## src/rtl/uart_tx_drain_pkg.sv

```systemverilog
// rtl/uart_tx_drain_pkg.sv - shared UART state encodings and constants
package uart_tx_drain_pkg;

  localparam int UART_DATA_BITS = 8;
  localparam int UART_DIV_WIDTH = 16;

  typedef enum logic [1:0] {
    UART_IDLE  = 2'd0,
    UART_START = 2'd1,
    UART_DATA  = 2'd2,
    UART_STOP  = 2'd3
  } uart_state_e;

endpackage

```

## src/rtl/uart_baud_cnt.sv

```systemverilog
// rtl/uart_baud_cnt.sv - bit-period counter, pulses bit_end when count reaches div_q
module uart_baud_cnt #(
  parameter int DIV_WIDTH = 16
) (
  input  logic                 clk,
  input  logic                 rst,
  input  logic                 load,
  input  logic [DIV_WIDTH-1:0] div_q,
  output logic                 bit_end
);

  logic [DIV_WIDTH-1:0] cnt_q, cnt_d;

  always_comb begin
    cnt_d = cnt_q + DIV_WIDTH'(1);
    if (load) cnt_d = '0;
  end

  always_ff @(posedge clk) begin
    if (rst) cnt_q <= '0;
    else     cnt_q <= cnt_d;
  end

  assign bit_end = (cnt_q == div_q);

endmodule

```

## src/rtl/uart_tx_drain.sv

```systemverilog
// rtl/uart_tx_drain.sv - 8N1/8N2 UART transmitter draining a first-word-fall-through fifo
module uart_tx_drain
  import uart_tx_drain_pkg::*;
#(
  parameter int DIV_WIDTH = UART_DIV_WIDTH,
  parameter int STOP_BITS = 1
) (
  input  logic                 clk,
  input  logic                 rst,
  input  logic [DIV_WIDTH-1:0] div,
  input  logic [7:0]           fifo_dout,
  input  logic                 fifo_empty,
  output logic                 fifo_r,
  output logic                 tx,
  output logic                 busy
);

  // Any STOP_BITS value other than 2 behaves as a single stop bit.
  localparam logic [2:0] LAST_STOP = (STOP_BITS == 2) ? 3'd1 : 3'd0;
  localparam logic [2:0] LAST_DATA = 3'(UART_DATA_BITS - 1);

  uart_state_e          state_q, state_d;
  logic [7:0]           shift_q, shift_d;
  logic [2:0]           idx_q, idx_d;
  logic [DIV_WIDTH-1:0] div_q, div_d;
  logic                 tx_q, tx_d;
  logic                 busy_q, busy_d;
  logic                 bit_end, baud_load, frame_end, pop;

  uart_baud_cnt #(.DIV_WIDTH(DIV_WIDTH)) u_baud (
    .clk     (clk),
    .rst     (rst),
    .load    (baud_load),
    .div_q   (div_q),
    .bit_end (bit_end)
  );

  always_comb begin
    state_d   = state_q;
    shift_d   = shift_q;
    idx_d     = idx_q;
    div_d     = div_q;
    frame_end = 1'b0;

    case (state_q)
      UART_START: begin
        if (bit_end) begin
          state_d = UART_DATA;
          idx_d   = 3'd0;
        end
      end
      UART_DATA: begin
        if (bit_end) begin
          shift_d = shift_q >> 1;
          if (idx_q == LAST_DATA) begin
            state_d = UART_STOP;
            idx_d   = 3'd0;
          end else begin
            idx_d = idx_q + 3'd1;
          end
        end
      end
      UART_STOP: begin
        if (bit_end) begin
          if (idx_q == LAST_STOP) begin
            frame_end = 1'b1;
            state_d   = UART_IDLE;
            idx_d     = 3'd0;
          end else begin
            idx_d = idx_q + 3'd1;
          end
        end
      end
      default: ;
    endcase

    // A pop at frame end overrides the return to IDLE so frames run back to back.
    pop = !rst && !fifo_empty && ((state_q == UART_IDLE) || frame_end);
    if (pop) begin
      shift_d = fifo_dout;
      div_d   = div;
      state_d = UART_START;
      idx_d   = 3'd0;
    end

    baud_load = (state_q == UART_IDLE) || bit_end;

    case (state_d)
      UART_START: tx_d = 1'b0;
      UART_DATA:  tx_d = shift_d[0];
      default:    tx_d = 1'b1;
    endcase
    busy_d = (state_d != UART_IDLE);
  end

  always_ff @(posedge clk) begin
    if (rst) begin
      state_q <= UART_IDLE;
      shift_q <= '0;
      idx_q   <= '0;
      div_q   <= '0;
      tx_q    <= 1'b1;
      busy_q  <= 1'b0;
    end else begin
      state_q <= state_d;
      shift_q <= shift_d;
      idx_q   <= idx_d;
      div_q   <= div_d;
      tx_q    <= tx_d;
      busy_q  <= busy_d;
    end
  end

  assign fifo_r = pop;
  assign tx     = tx_q;
  assign busy   = busy_q;

endmodule

```

## config.mk

```make
export PLATFORM = sky130hd
export DESIGN_NAME = uart_tx_drain
export DESIGN_NICKNAME = d
export VERILOG_FILES = /design/src/rtl/uart_tx_drain_pkg.sv /design/src/rtl/uart_baud_cnt.sv /design/src/rtl/uart_tx_drain.sv
export SDC_FILE = /design/constraint.sdc
export NUM_CORES = 1
export LEC_CHECK = 0
export CAP_MARGIN = 40
export CORE_ASPECT_RATIO = 0.8
export CORE_MARGIN = 2
export CORE_UTILIZATION = 40
export DETAILED_ROUTE_END_ITERATION = 16
export PLACE_DENSITY = 0.61
export SETUP_SLACK_MARGIN = 0.02
export SYNTH_ARGS = -nofsm -noshare
export SYNTH_HDL_FRONTEND = slang
export SYNTH_SLANG_ARGS = --single-unit
```

## constraint.sdc

```tcl
create_clock -name clk -period 6.15 [get_ports clk]
set_input_delay 1.5375 -clock clk [delete_from_list [all_inputs] [get_ports clk]]
set_output_delay 1.5375 -clock clk [all_outputs]
set_load 0.02 [all_outputs]
```

util_map.png
(3 px per um) The die is cut into 9 by 7 equal tiles; white is low, dark blue is high, 0 to 100% covered.
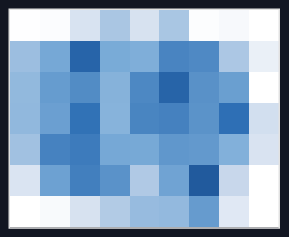
- fullest tile: 83%
- emptiest ninth of the die: north-east
- tiles over 75% full: 4.8%
Core Area: 5560 sq um
Starting Density: 0.421

floorplan.png
(6 px per um) Pins as bars on the die edge.
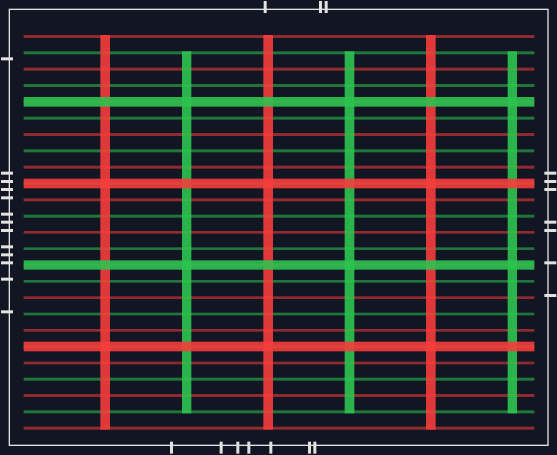
- VSS: red
- VDD: green
- met4 straps: 6
- rows: 24
- met5 straps: 4
- met1 rails: 25
- signal pins: 30

==> reports/qor.csv <==
stage;metric;value;unit
sta;finClkSkew;0.00577;ns
layout;dominant_cells;combinational gates;
clock_tree;cts_sinks;47;
setup_path;r2r_slack;3.84;ns
setup_path;r2r_end;tx;
power_and_ir_drop;ir_worst_vdd;0.102;mV
outcome;outcome;complete, no violations;
layout;sh_comb_area;0.468;
synth;synth_area;2340;sq um
sta;hold_viol_final;0;
synth;topCellsByArea;dfxtp_1, mux2i_1, nor2_1;
clock_tree;clkTransAtPathRegs;0.08;ns
power_and_ir_drop;intPower;444;uW
setup_path;crit_end;fifo_r;
place;placed_cell_area;2670;sq um
layout;diodes;0;
clock_tree;cts-root-buf;clkbuf_8;
place;portBuffers;29;
power_and_ir_drop;powerDensity;219;nW/um^2
route;drt.antenna.violating_nets;0;
grt;antenna_found_initial;0;
clock_tree;cts_tree;yes;
floorplanning;dieArea;6480;sq um
place;routabilityCongestion;0.812;
clock_tree;cts_hold_buf;0;
sta;worst_slack;1.39;ns
layout;seq_area_frac;0.343;
synth;ys_area;2340;sq um
route;drc;0;
power_and_ir_drop;clkPwrFrac;0.287;
layout;buf_share;0.111;
synth;synth_top_area_share;0.402;
synth;post-synth-top-area-cell;dfxtp_1;
sta;rsz0062_at_grt;false;
clock_tree;h-tree-depth;2;
layout;fin_util;0.493;
synth;syn_nets;293;
sta;fmax;210;MHz
layout;seq_cells;47;
floorplanning;fp.dieH;72.4;um
layout;inv_count;11;
power_and_ir_drop;p_sw_frac;0.260;
route;finalWirelength;4470;um
place;place_ws;1.39;ns
floorplanning;rows;24;
layout;drive_gt1_frac;0.0569;
run;drv_cap;0;
layout;area_growth;17.1;%
clock_tree;clk_latency;0.30;ns
place;hpwl;3160;um
route;vias;1757;
power_and_ir_drop;finalPower;600;uW
sta;worstMarginPinSlew;0.782;ns
layout;final_nets;318;
synth;synthArstFlopShare;0;
layout;clkbuf_count;6;
synth;synth-main-ff-cell;dfxtp_1;
setup_path;cp_max_fo;4;
route;via_per_inst;4.89;
power_and_ir_drop;switching_power;156;uW
min_path;min-delay-start;shift_q[7];
route;wire_per_inst;12.5;um
grt;grt_pass1_vias;1688;
setup_path;worstReg2RegStart;u_baud.cnt_q[10];
synth;netlist_top_cells_count;dfxtp_1, nor2_1, mux2i_1;
clock_tree;cts_buffers;5;
synth;synth.distinct_cells;42;
floorplanning;n_tap_cell;78;
layout;fin_area;2740;sq um
clock_tree;ctsResizeCount;0;
setup_path;arrival;3.22;ns
synth;yosysWarnings;0;
clock_tree;clk_path_buf_depth;2;
synth;yosys_cells;257;
route;drtPass1Iterations;4;
grt;grt_remaining_overflow;0;
grt;grt_max_degree;35;
layout;fill_cells;564;
min_path;min_path_type;reg2reg;
power_and_ir_drop;power.share.sequential;0.548;
sta;final_max_slew_viol_count;0;
sta;setup_tns;0;ns
layout;top_regs;div_q x16, u_baud.cnt_q x16, shift_q x8;
setup_path;setup.worst_path.start_class;input port;
synth;numSynthFlops;47;
synth;ys_seq_frac;0.402;
min_path;min_path_cells;2;
layout;num-nonclk-buffers;31;
layout;regArea;941;sq um
-- worst max-delay path: stages --
cell and delay (ns):
clkdlybuf4s50_1 0.46, nor3b_1 0.36, a21oi_4 0.10, nor2_1 0.14, clkdlybuf4s50_1 0.62
-- stage by stage --
| step | cells | hold WS (ns) |
|---|---|---|
| global route | 359 | 0.501 |
| floorplan | 257 | 0.441 |
| global placement | 353 | 0.462 |
| finish | 359 | 0.473 |
| detailed placement | 353 | 0.466 |
| CTS | 359 | 0.477 |
-- cells in the final DEF (no fill, tap or decap), types with 3 or more instances in the layout --
cell type,synthesis,layout
a211oi_1,8,8
a21oi_1,9,9
and3_1,5,5
clkbuf_8,0,5
clkdlybuf4s50_1,0,29
dfxtp_1,47,47
ha_1,9,9
inv_1,11,11
mux2i_1,25,25
nand2_1,9,9
nand3_1,6,6
nand4_1,5,5
nor2_1,45,45
nor3_1,7,7
o21ai_0,3,3
xnor2_1,19,19
xor2_1,9,9
-- cell families after synthesis --
family / count (synthesis) / share of synthesized area
and+or+nand+nor: 91 / 0.189
adders and majority gates: 9 / 0.0481
muxes: 25 / 0.107
AOI/OAI and AO/OA: 33 / 0.0962
DFF: 47 / 0.402
buffers and inverters: 24 / 0.0529
xor gates and xnor gates: 28 / 0.105
-- power by group through the flow --
stage / logic, uW / clock network [uW] / registers [uW]
2_1_floorplan: 68.1 / 0 / 336
3_3_place_gp: 98.9 / 0 / 336
3_5_place_dp: 99.1 / 0 / 337
4_1_cts: 100 / 177 / 329
5_1_grt: 109 / 187 / 331
6_report: 98.8 / 172 / 329
-- layer usage --
layer  global-route usage  vias up  part of all wire
met1                0.221      794              0.55
met5                    0        -                 0
li1                     -      923                 -
met3               0.0398        5             0.045
met2                0.219       35              0.40
met4               0.0498        0             0.012
Power figures rest on the tool's default switching activity, not on a simulated workload.
